$ cat src/rtl/mem_arbiter_if.sv
// rtl/mem_arbiter_if.sv - requester, response and controller-side signals of mem_arbiter
interface mem_arbiter_if;
  logic        Halt;
  logic        Halted;
  logic        IReq;
  logic [31:0] IAddr;
  logic        IAck;
  logic        DReq;
  logic        DWe;
  logic [31:0] DAddr;
  logic [31:0] DData;
  logic [1:0]  DByteEn;
  logic        DSignExt;
  logic        DAck;
  logic [31:0] RspData;
  logic        RspErr;
  logic        Ready;
  logic        Execute;
  logic        DataWe;
  logic [31:0] Address;
  logic [31:0] InData;
  logic [1:0]  DataByteEn;
  logic        SignExtend;
  logic [31:0] OutData;
  logic        DataReady;

  modport master (
    input  Halt, IReq, IAddr, DReq, DWe, DAddr, DData, DByteEn, DSignExt,
           Ready, OutData, DataReady,
    output Halted, IAck, DAck, RspData, RspErr, Execute, DataWe, Address,
           InData, DataByteEn, SignExtend
  );

  modport slave (
    output Halt, IReq, IAddr, DReq, DWe, DAddr, DData, DByteEn, DSignExt,
           Ready, OutData, DataReady,
    input  Halted, IAck, DAck, RspData, RspErr, Execute, DataWe, Address,
           InData, DataByteEn, SignExtend
  );
endinterface

$ cat src/rtl/mem_arbiter.sv
// rtl/mem_arbiter.sv - round-robin fetch/load-store arbiter onto one memory controller port
module mem_arbiter #(
  parameter int unsigned TIMEOUT = 255
) (
  input logic           Clk,
  input logic           Reset,
  mem_arbiter_if.master bus
);
  typedef enum logic [1:0] {IDLE, ISSUE, WAIT, RESP} state_t;

  state_t      state;
  logic [15:0] cnt;
  logic        grant_i;
  logic        last_i;
  logic        pick_i;
  logic        execute;
  logic        iack;
  logic        dack;
  logic        rsp_err;
  logic        data_we;
  logic        sign_ext;
  logic [31:0] address;
  logic [31:0] in_data;
  logic [31:0] rsp_data;
  logic [1:0]  byte_en;

  // On a tie the requester not served last wins; last_i resets to 0 (data side).
  assign pick_i = bus.IReq && (!bus.DReq || !last_i);

  always_ff @(posedge Clk or negedge Reset) begin
    if (!Reset) begin
      state    <= IDLE;
      cnt      <= 16'd0;
      grant_i  <= 1'b0;
      last_i   <= 1'b0;
      execute  <= 1'b0;
      iack     <= 1'b0;
      dack     <= 1'b0;
      rsp_err  <= 1'b0;
      data_we  <= 1'b0;
      sign_ext <= 1'b0;
      address  <= 32'd0;
      in_data  <= 32'd0;
      rsp_data <= 32'd0;
      byte_en  <= 2'd0;
    end else begin
      execute <= 1'b0;
      iack    <= 1'b0;
      dack    <= 1'b0;
      case (state)
        IDLE: begin
          if (!bus.Halt && bus.Ready && (bus.IReq || bus.DReq)) begin
            state   <= ISSUE;
            execute <= 1'b1;
            grant_i <= pick_i;
            if (pick_i) begin
              address  <= bus.IAddr;
              in_data  <= 32'd0;
              data_we  <= 1'b0;
              byte_en  <= 2'd2;
              sign_ext <= 1'b0;
            end else begin
              address  <= bus.DAddr;
              in_data  <= bus.DData;
              data_we  <= bus.DWe;
              byte_en  <= bus.DByteEn;
              sign_ext <= bus.DSignExt;
            end
          end
        end
        ISSUE: begin
          state <= WAIT;
          cnt   <= 16'd0;
        end
        WAIT: begin
          if (bus.DataReady) begin
            state    <= RESP;
            rsp_data <= bus.OutData;
            rsp_err  <= 1'b0;
            iack     <= grant_i;
            dack     <= !grant_i;
          end else if (cnt == 16'(TIMEOUT - 1)) begin
            state    <= RESP;
            rsp_data <= 32'd0;
            rsp_err  <= 1'b1;
            iack     <= grant_i;
            dack     <= !grant_i;
          end else begin
            cnt <= cnt + 16'd1;
          end
        end
        RESP: begin
          last_i <= grant_i;
          state  <= IDLE;
        end
        default: state <= IDLE;
      endcase
    end
  end

  assign bus.Halted     = bus.Halt && (state == IDLE);
  assign bus.Execute    = execute;
  assign bus.IAck       = iack;
  assign bus.DAck       = dack;
  assign bus.RspData    = rsp_data;
  assign bus.RspErr     = rsp_err;
  assign bus.DataWe     = data_we;
  assign bus.Address    = address;
  assign bus.InData     = in_data;
  assign bus.DataByteEn = byte_en;
  assign bus.SignExtend = sign_ext;
endmodule

$ cat src/flat_wrapper.sv
// flat-port wrapper written by rule: the top's interface ports become plain ports
module mem_arbiter_flat 
#(
  parameter int unsigned TIMEOUT = 255
)
  (Clk, Reset, bus_Halt, bus_IReq, bus_IAddr, bus_DReq, bus_DWe, bus_DAddr, bus_DData, bus_DByteEn, bus_DSignExt, bus_Ready, bus_OutData, bus_DataReady, bus_Halted, bus_IAck, bus_DAck, bus_RspData, bus_RspErr, bus_Execute, bus_DataWe, bus_Address, bus_InData, bus_DataByteEn, bus_SignExtend);
  mem_arbiter_if bus_i ();
  input logic Clk;
  input logic Reset;
  input wire logic [$bits(bus_i.Halt)-1:0] bus_Halt;
  input wire logic [$bits(bus_i.IReq)-1:0] bus_IReq;
  input wire logic [$bits(bus_i.IAddr)-1:0] bus_IAddr;
  input wire logic [$bits(bus_i.DReq)-1:0] bus_DReq;
  input wire logic [$bits(bus_i.DWe)-1:0] bus_DWe;
  input wire logic [$bits(bus_i.DAddr)-1:0] bus_DAddr;
  input wire logic [$bits(bus_i.DData)-1:0] bus_DData;
  input wire logic [$bits(bus_i.DByteEn)-1:0] bus_DByteEn;
  input wire logic [$bits(bus_i.DSignExt)-1:0] bus_DSignExt;
  input wire logic [$bits(bus_i.Ready)-1:0] bus_Ready;
  input wire logic [$bits(bus_i.OutData)-1:0] bus_OutData;
  input wire logic [$bits(bus_i.DataReady)-1:0] bus_DataReady;
  output wire logic [$bits(bus_i.Halted)-1:0] bus_Halted;
  output wire logic [$bits(bus_i.IAck)-1:0] bus_IAck;
  output wire logic [$bits(bus_i.DAck)-1:0] bus_DAck;
  output wire logic [$bits(bus_i.RspData)-1:0] bus_RspData;
  output wire logic [$bits(bus_i.RspErr)-1:0] bus_RspErr;
  output wire logic [$bits(bus_i.Execute)-1:0] bus_Execute;
  output wire logic [$bits(bus_i.DataWe)-1:0] bus_DataWe;
  output wire logic [$bits(bus_i.Address)-1:0] bus_Address;
  output wire logic [$bits(bus_i.InData)-1:0] bus_InData;
  output wire logic [$bits(bus_i.DataByteEn)-1:0] bus_DataByteEn;
  output wire logic [$bits(bus_i.SignExtend)-1:0] bus_SignExtend;
  assign bus_i.Halt = bus_Halt;
  assign bus_i.IReq = bus_IReq;
  assign bus_i.IAddr = bus_IAddr;
  assign bus_i.DReq = bus_DReq;
  assign bus_i.DWe = bus_DWe;
  assign bus_i.DAddr = bus_DAddr;
  assign bus_i.DData = bus_DData;
  assign bus_i.DByteEn = bus_DByteEn;
  assign bus_i.DSignExt = bus_DSignExt;
  assign bus_i.Ready = bus_Ready;
  assign bus_i.OutData = bus_OutData;
  assign bus_i.DataReady = bus_DataReady;
  assign bus_Halted = bus_i.Halted;
  assign bus_IAck = bus_i.IAck;
  assign bus_DAck = bus_i.DAck;
  assign bus_RspData = bus_i.RspData;
  assign bus_RspErr = bus_i.RspErr;
  assign bus_Execute = bus_i.Execute;
  assign bus_DataWe = bus_i.DataWe;
  assign bus_Address = bus_i.Address;
  assign bus_InData = bus_i.InData;
  assign bus_DataByteEn = bus_i.DataByteEn;
  assign bus_SignExtend = bus_i.SignExtend;
  mem_arbiter #(.TIMEOUT(TIMEOUT)) u_core (.Clk(Clk), .Reset(Reset), .bus(bus_i));
endmodule
$ cat config.mk
export PLATFORM = sky130hd
export DESIGN_NAME = mem_arbiter_flat
export DESIGN_NICKNAME = d
export VERILOG_FILES = /design/src/rtl/mem_arbiter_if.sv /design/src/rtl/mem_arbiter.sv /design/src/flat_wrapper.sv
export SDC_FILE = /design/constraint.sdc
export NUM_CORES = 1
export LEC_CHECK = 0
export ABC_AREA = 1
export CAP_MARGIN = 20
export CORE_MARGIN = 5
export CORE_UTILIZATION = 40
export CTS_BUF_LIST = sky130_fd_sc_hd__clkbuf_4 sky130_fd_sc_hd__clkbuf_8
export DETAILED_ROUTE_END_ITERATION = 12
export PLACE_DENSITY = 0.79
export SYNTH_ARGS = -nofsm -noshare
export SYNTH_HDL_FRONTEND = slang
export SYNTH_SLANG_ARGS = --single-unit
export TNS_END_PERCENT = 1
$ cat constraint.sdc
create_clock -name Clk -period 3.5 [get_ports Clk]
set_clock_uncertainty 0.1 [all_clocks]
set_input_delay 0.7 -clock Clk [delete_from_list [all_inputs] [get_ports Clk]]
set_output_delay 0.7 -clock Clk [all_outputs]
set_load 0.01 [all_outputs]
### Met4 routing, run 1

Bar = 50 µm. Supply wires on this layer in grey.
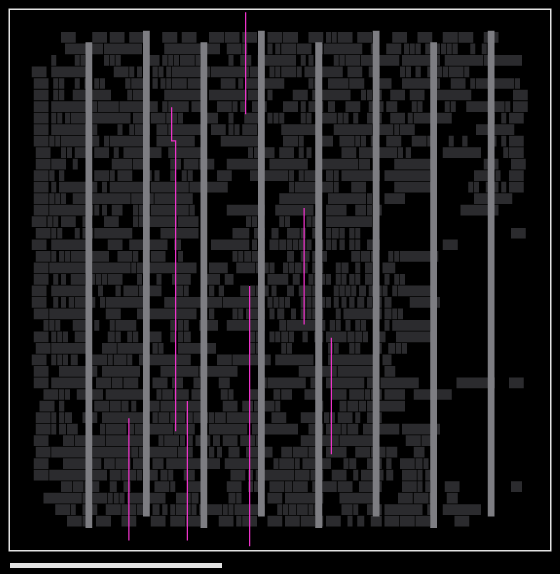
The layer carries 278 µm of wire. 5 nets have wire on it. The longest straight run is 68.4 µm. The wires run mostly vertical.

### Routing congestion map, run 1

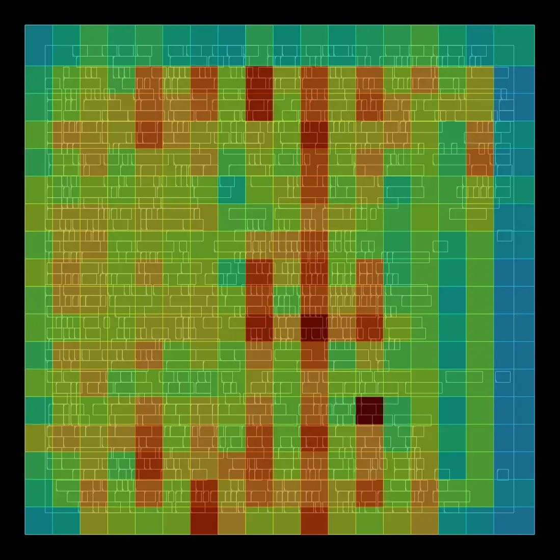
grt met1 use: 24.1%
GRT Max-Usage Layer: met2
routing usage on met3: 6.35%
All-Layer GR Usage: 19.8%
wire length per cell after detailed routing: 14.2 µm

### Cell density map, run 1

The die is cut into 13 by 13 equal tiles; white is low, dark blue is high, 0 to 100% covered.
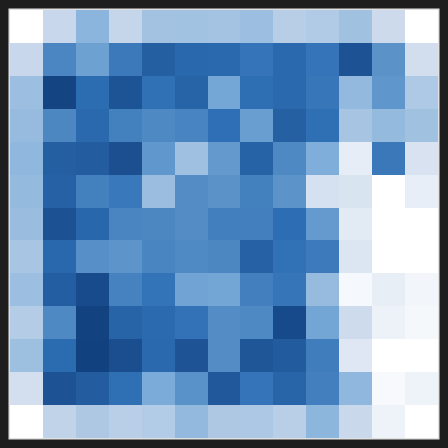
23% of the tiles are over 75% full. The mean over all tiles is 52%. 6.5% of the tiles are nearly empty. The fullest tile reaches 93%.

-- run 1: per-stage QoR --
step                area [µm²]  hold slack, ps  util (%)  std cells
floorplan                 5520             303         -        676
global placement          8130             320      59.2       1078
detailed placement        8130             321      59.2       1078
CTS                       8610            99.1      62.8       1110
global route              8610             126      62.8       1110
finish                    8610             106      62.8       1110
-- run 1: flip-flops by register name (all words and copies together), names as in the netlist, 2 cells and up --
signal and flops:
u_core.bus.Address 32, u_core.state 2, u_core.cnt 16, u_core.bus.RspData 32
u_core.bus.InData 32, u_core.bus.DataByteEn 2
-- run 1: kinds of logic (layout without fill, tap and decap cells) --
group	count (synthesis)	count (layout)	synth area share (%)
xor gates and xnor gates	3	3	0.476
and+or+nand+nor	442	442	31.9
adders and majority gates	7	7	1.59
DFF	124	124	56.2
AOI/OAI and AO/OA	43	43	5.46
buffers and inverters	57	311	4.39
-- run 1: Yosys cell counts, drive strengths merged --
master	count
a21oi	5
buf	16
clkbuf	12
dfrtp	124
ha	7
inv	29
nand2	345
nand3	55
nand4	1
nor2	33
nor3	4
o21a	33
o21ai	4
o22a	1
or2	4
xnor2	1
xor2	2
-- run 1: area by class of cell --
cell class | instances | area [µm²]
fill | 1185 | 5110
multi-input combinational | 495 | 2180
inverter | 29 | 109
timing repair buffer | 250 | 2510
clock buffer | 21 | 270
tap | 180 | 225
sequential | 124 | 3100
clock inverter | 11 | 214
-- run 1: critical path, cell delays in order --
cell	delay (ps)
clkdlybuf4s50_1	560
nand2_1	80
inv_1	50
clkdlybuf4s50_1	520
-- run 1: layer usage --
layer	vias to the layer above	part of all wire, %	wire length, µm	global-route usage [%]
met5	-	0	0	0
met4	0	1.8	277	7.26
met3	20	6.8	1070	6.35
met2	137	51	8030	32.9
met1	2403	40	6360	24.1
li1	2587	-	-	-
-- run 1: worst paths after layout --
path,startpoint,endpoint,slack [ps]
max in group asynchronous,Reset,u_core.bus.RspData[13],2440
min reg2reg,u_core.grant_i,u_core.bus.DAck,330
min in group Clk,u_core.grant_i,u_core.bus.DAck,330
min,Reset,u_core.bus.Address[24],110
max,bus_Halt,bus_Halted,800
max reg2reg,u_core.state[1],u_core.bus.InData[18],1210
-- run 1: power by group through the flow --
| stage | Combinational, mW | Sequential (mW) | Clock [mW] |
|---|---|---|---|
| after floorplan | 0.851 | 2.56 | 0 |
| after global placement | 2.59 | 2.32 | 0 |
| after detailed placement | 2.63 | 2.33 | 0 |
| after CTS | 2.63 | 2.32 | 1.56 |
| after global routing | 2.82 | 2.39 | 1.62 |
| final | 2.58 | 2.32 | 1.53 |
==> results.yml, run 1 <==
# implementation run metrics
finish:
  antenna_cells: 0
  finish.net_count: 1063
  area_delta_synth_final_pct: 55.9
  drive_above_1_share_pct: 5.59
detailed_routing:
  wirelength_um: 15700
  via_count: 5147
sta:
  post-route-worst-setup-slack_ps: 799
  max_freq_ghz: 0.370
  hold_violations: 0
  final.min_clock_period_ps: 2700
  timing_worst_slew_pin_value_ps: 589
yosys:
  yosysTopAreaCellShare_pct: 56.2
  yosysWarningCount: 0
  numSynthFlops: 124
  synth.area.top_cells: "dfrtp_1 (56%), nand2_1 (23%), nand3_1 (5.0%)"
placed_design:
  gpl.final_weighted_congestion: 0.827
  place_worst_setup_slack_ps: 632
  port-buffer-count: 243
run_status:
  run_status: "completed"
floorplanning:
  core_area_um2: 13700
  std_cell_rows: 43
pwr:
  max-vdd-ir-drop_uv: 415
cts:
  numClockSinks: 124
  worstSkewPairLatency_ps: 430
  hold_buffers: 0
  clock_path_buffers: 2
global_route:
  grt_first_pass_wirelength_um: 25400
job:
  stage_log_warnings: 31
### Placed cells, one colour a class, run 1

Bar = 50 µm. Fill, decap, tap and diode cells in grey.
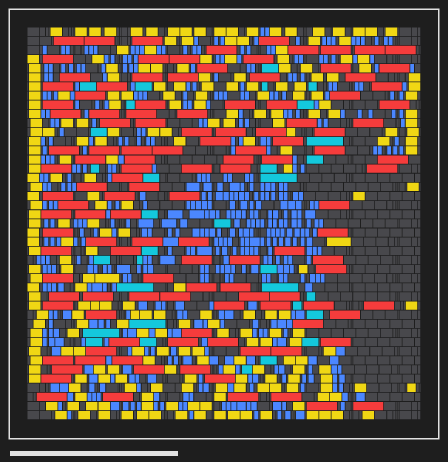

==> run 1 -> run 2 <==
--- a/config.mk
+++ b/config.mk
@@ -8,10 +8,10 @@
 export ABC_AREA = 1
 export CAP_MARGIN = 20
 export CORE_MARGIN = 5
-export CORE_UTILIZATION = 40
+export CORE_UTILIZATION = 39
 export CTS_BUF_LIST = sky130_fd_sc_hd__clkbuf_4 sky130_fd_sc_hd__clkbuf_8
 export DETAILED_ROUTE_END_ITERATION = 12
-export PLACE_DENSITY = 0.79
+export PLACE_DENSITY = 0.8
 export SYNTH_ARGS = -nofsm -noshare
 export SYNTH_HDL_FRONTEND = slang
 export SYNTH_SLANG_ARGS = --single-unit
==> constraint.sdc (replaced) <==
create_clock -name Clk -period 2.3 [get_ports Clk]
set_clock_uncertainty 0.1 [all_clocks]
set_input_delay 0.46 -clock Clk [delete_from_list [all_inputs] [get_ports Clk]]
set_output_delay 0.46 -clock Clk [all_outputs]
set_load 0.01 [all_outputs]
### Placed cells, one colour a class, run 2

Bar = 50 µm. Fill, decap, tap and diode cells in grey.
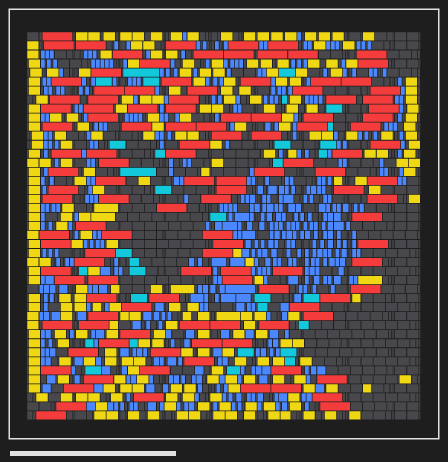
flops: shown in red, cells 124, share of their area 37%. clock drivers and dummy loads: shown in cyan, cells 32, share of their area 4.7%. combinational and other logic: shown in blue, cells 524, share of their area 27%. other buffers and delay cells: shown in yellow, cells 261, share of their area 31%.
Std-Cell Core Area: 13,900 µm²
row cnt: 43

### Routing congestion map, run 2

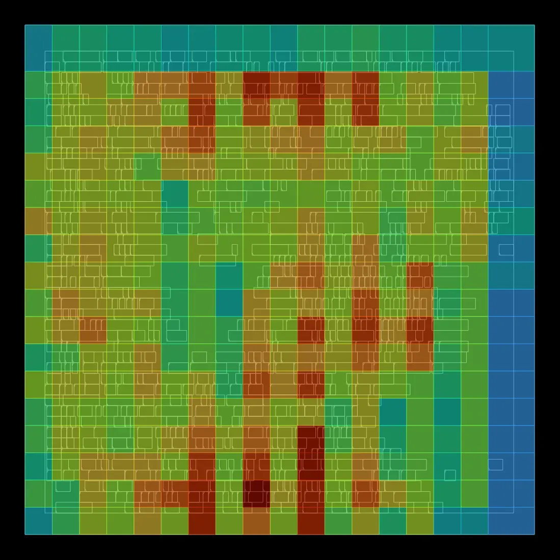
routing usage on met3: 6.43%
grt met1 use: 22.8%
wire length per cell after detailed routing: 14.1 µm

==> results.yml, run 2 <==
# implementation run metrics
setup_path:
  worst-r2r-setup-slack_ps: 420
  critical_path.top_delay_family: "buffers and inverters"
  crit-reg2reg-launch: "u_core.cnt[0]"
  critical_path_buf_inv_count: 3
  crit_path_cell_trace: "inv_2 -> ha_4 -> nand2_1 -> inv_1 -> dlygate4sd2_1"
  critical-path-max-stage-delay_ps: 390
sta:
  timing_worst_slew_pin_value_ps: 596
  final.min_clock_period_ps: 2010
  post-route-worst-setup-slack_ps: 291
  max_freq_ghz: 0.498
placed_design:
  port-buffer-count: 243
  total_instance_count_after_detailed_placement: 1086
  place_worst_setup_slack_ps: 131
  gpl.final_weighted_congestion: 0.856
finish:
  antenna_cells: 0
  area_delta_synth_final_pct: 56.8
  final_cell_count_no_fill: 1121
  postLayoutCellArea_um2: 8660
  drive_above_1_share_pct: 6.91
global_route:
  groute.usage.overall_pct: 19.3
hold_path:
  worstHoldEndpoint: "u_core.bus.DAck"
  hold_path.startpoint: "u_core.grant_i"
detailed_routing:
  via_count: 5176
  wire_length_the_detailed_router_placed_on_met1_um: 6340
  met2RoutedLength_um: 7840
  highest-signal-layer: "met4"
  wirelength_um: 15800
yosys:
  postSynth.asyncResetShare_pct: 100
  yosysTopAreaCellShare_pct: 56.2
  synth.area.top_cells: "dfrtp_1 (56%), nand2_1 (23%), nand3_1 (5.0%)"
  enable_flop_cells: 0
cts:
  clock_path_buffers: 2
  numClockSinks: 124
  worstSkewPairLatency_ps: 440
run_status:
  run_status: "completed"
## run 2: layout make-up
cell class,instances,area (µm²)
multi-input cells,495,2200
flip-flops and latches,124,3100
clock inverters,15,164
fillers,1219,5220
clock buffers,17,234
repair buffers,261,2630
well taps,180,225
inverters,29,109
## run 2: logic make-up (layout without fill, tap and decap cells)
kind of cell	Yosys count	after routing	share of synthesized area [%]
AND-OR/OR-AND	43	43	5.46
XOR/XNOR	3	3	0.476
buffers and inverters	57	322	4.39
adder cells (fa/ha/maj)	7	7	1.59
AND/OR/NAND/NOR	442	442	31.9
flip-flops	124	124	56.2
## run 2: worst register-to-register path, cell delays in order (launching register included)
cell     delay (ps)
dfrtp_1         410
inv_1            80
ha_1            230
nand3_1          90
nor2_1           50
nand2_1          50
nand2_1          50
nand2_2         210
buf_4           370
a21oi_1         120
## run 2: power groups by stage
stage               clock network (mW)  registers [mW]  logic [mW]
floorplan                            0            3.90        1.30
global placement                     0            3.52        3.99
detailed placement                   0            3.53        4.05
CTS                               1.98            3.51        4.12
global route                      2.08            3.62        4.41
finish                            1.92            3.50        4.05
## run 2: how the worst max path moves through the flow
stage,start,to,cells past startpoint
after floorplan,u_core.state[0],u_core.bus.Address[15],8
after global placement,bus_Halt,bus_Halted,4
after detailed placement,bus_Ready,u_core.grant_i,9
after CTS,u_core.state[1],bus_Halted,5
after global routing,u_core.state[1],bus_Halted,5
final,u_core.state[1],bus_Halted,5
## run 2: layer usage
metal	vias to the layer above	GRT usage, %
met2	145	32.0
met1	2393	22.8
li1	2602	-
met3	36	6.43
met4	0	8.89
met5	-	0
## run 2: stage by stage
| step | util (%) | power (mW) | hold slack [ps] |
|---|---|---|---|
| 2_1_floorplan | - | 5.19 | 64.4 |
| 3_3_place_gp | 59.3 | 7.51 | 269 |
| 3_5_place_dp | 59.3 | 7.58 | 271 |
| 4_1_cts | 62.4 | 9.61 | 346 |
| 5_1_grt | 62.4 | 10.1 | 360 |
| 6_report | 62.4 | 9.48 | 334 |
## run 2: timing repair
| action | in CTS | in global routing |
|---|---|---|
| resized | 5 | 0 |
| endpoints found under the setup margin | 1 | 0 |
| hold endpoints to repair | 16 | 0 |
| hold buffers | 1 | 0 |
| buffers inserted | 2 | 0 |
==> run 2 -> run 3 <==
--- a/config.mk
+++ b/config.mk
@@ -12,6 +12,7 @@
 export CTS_BUF_LIST = sky130_fd_sc_hd__clkbuf_4 sky130_fd_sc_hd__clkbuf_8
 export DETAILED_ROUTE_END_ITERATION = 12
 export PLACE_DENSITY = 0.8
+export SLEW_MARGIN = 10
 export SYNTH_ARGS = -nofsm -noshare
 export SYNTH_HDL_FRONTEND = slang
 export SYNTH_SLANG_ARGS = --single-unit
### Placed cells, one colour a class, run 3

Bar = 50 µm. Fill, decap, tap and diode cells in grey.
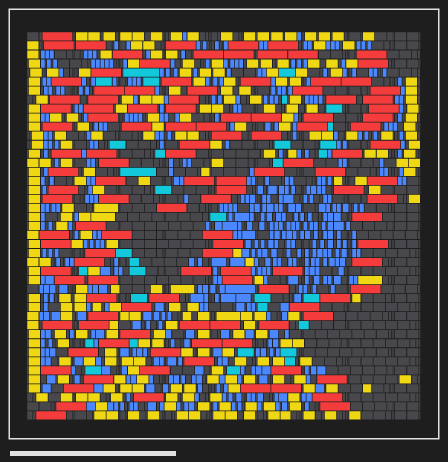
combinational and other logic: shown in blue, cells 524, share of their area 27%. flops: shown in red, cells 124, share of their area 37%. other buffers and delay cells: shown in yellow, cells 261, share of their area 31%. clock drivers and dummy loads: shown in cyan, cells 32, share of their area 4.7%.
final design utilization: 62.4%
Final Cell Area: 8660 µm²
flop share of the area: 35.8%

==> results.yml, run 3 <==
# implementation run metrics
run_status:
  run_status: "completed"
detailed_routing:
  highest-signal-layer: "met4"
  met2RoutedLength_um: 7840
  via_count: 5176
  wirelength_um: 15800
  wire_length_the_detailed_router_placed_on_met1_um: 6340
  post_drt_wl_per_cell_um: 14.1
sta:
  final.min_clock_period_ps: 2010
  timing_worst_slew_pin_value_ps: 596
  max_freq_ghz: 0.498
  min_period_over_period_pct: 87.4
global_route:
  groute.usage.overall_pct: 19.3
yosys:
  synth.area.top_cells: "dfrtp_1 (56%), nand2_1 (23%), nand3_1 (5.0%)"
  enable_flop_cells: 0
  yosysTopAreaCellShare_pct: 56.2
  postSynth.asyncResetShare_pct: 100
floorplanning:
  std_cell_rows: 43
finish:
  drive_above_1_share_pct: 6.91
  final_cell_count_no_fill: 1121
  area_delta_synth_final_pct: 56.8
setup_path:
  crit_path_cell_trace: "inv_2 -> ha_4 -> nand2_1 -> inv_1 -> dlygate4sd2_1"
  critical-path-max-stage-delay_ps: 390
cts:
  clock_path_buffers: 2
  worstSkewPairLatency_ps: 440
placed_design:
  total_instance_count_after_detailed_placement: 1086
### Cell density map, run 3

The die is cut into 13 by 13 equal tiles; white is low, dark blue is high, 0 to 100% covered.
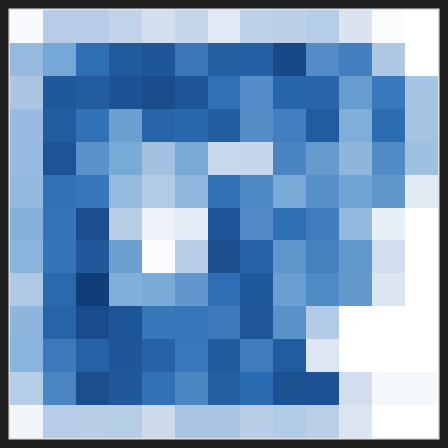
The mean over all tiles is 51%. 26% of the tiles are over 75% full. 7.7% of the tiles are nearly empty. The emptiest ninth of the die: lower right.

run 3: path summary, 6_finish.rpt:
path | startpoint | to | cells after the start
min | u_core.grant_i | u_core.bus.DAck | 1
max in group asynchronous | Reset | u_core.bus.InData[25] | 3
max reg2reg | u_core.cnt[0] | u_core.bus.RspErr | 9
min reg2reg | u_core.grant_i | u_core.bus.DAck | 1
min in group asynchronous | Reset | u_core.bus.Address[29] | 2
max | u_core.state[1] | bus_Halted | 5
run 3: area by class of cell:
type / instances / area [µm²]
clock buffers: 17 / 234
clock inverters: 15 / 164
fillers: 1219 / 5220
inverters: 29 / 109
multi-input cells: 495 / 2200
flip-flops and latches: 124 / 3100
well taps: 180 / 225
repair buffers: 261 / 2630
run 3: repair_timing:
item,in CTS,in global routing
endpoints found under the setup margin,1,0
resized,5,0
hold buffers,1,0
buffers inserted,2,0
endpoints found under the hold margin,16,0
run 3: critical path, delay by kind of cell (launching register included):
kind | cells | cell delay, ps
adders and majority gates | 1 | 160
DFF | 1 | 390
and+or+nand+nor | 1 | 50
buffers and inverters | 3 | 410
run 3: routing by layer:
| layer | vias up | global-route usage, % |
|---|---|---|
| met5 | - | 0 |
| met3 | 36 | 6.43 |
| met4 | 0 | 8.89 |
| li1 | 2602 | - |
| met1 | 2393 | 22.8 |
| met2 | 145 | 32.0 |
run 3: kinds of logic (layout without fill, tap and decap cells):
logic type | count (synthesis) | after routing | synth area share [%]
compound gates | 43 | 43 | 5.46
xor+xnor | 3 | 3 | 0.476
fa+ha+maj | 7 | 7 | 1.59
buf+inv | 57 | 322 | 4.39
flops | 124 | 124 | 56.2
simple gates | 442 | 442 | 31.9
run 3: stage by stage:
| step | setup WS, ps | hold WS [ps] |
|---|---|---|
| after floorplan | 693 | 64.4 |
| after global placement | 151 | 269 |
| after detailed placement | 131 | 271 |
| after CTS | 265 | 346 |
| after global routing | 199 | 360 |
| final | 291 | 334 |
run 3: power breakdown:
part	internal, mW	switching [mW]	leakage (nW)
Combinational	2.22	1.83	2.33
Clock	0.981	0.943	0.192
Sequential	3.03	0.468	1.54
Total	6.24	3.24	4.06
Power is estimated from default activity; no workload was simulated.
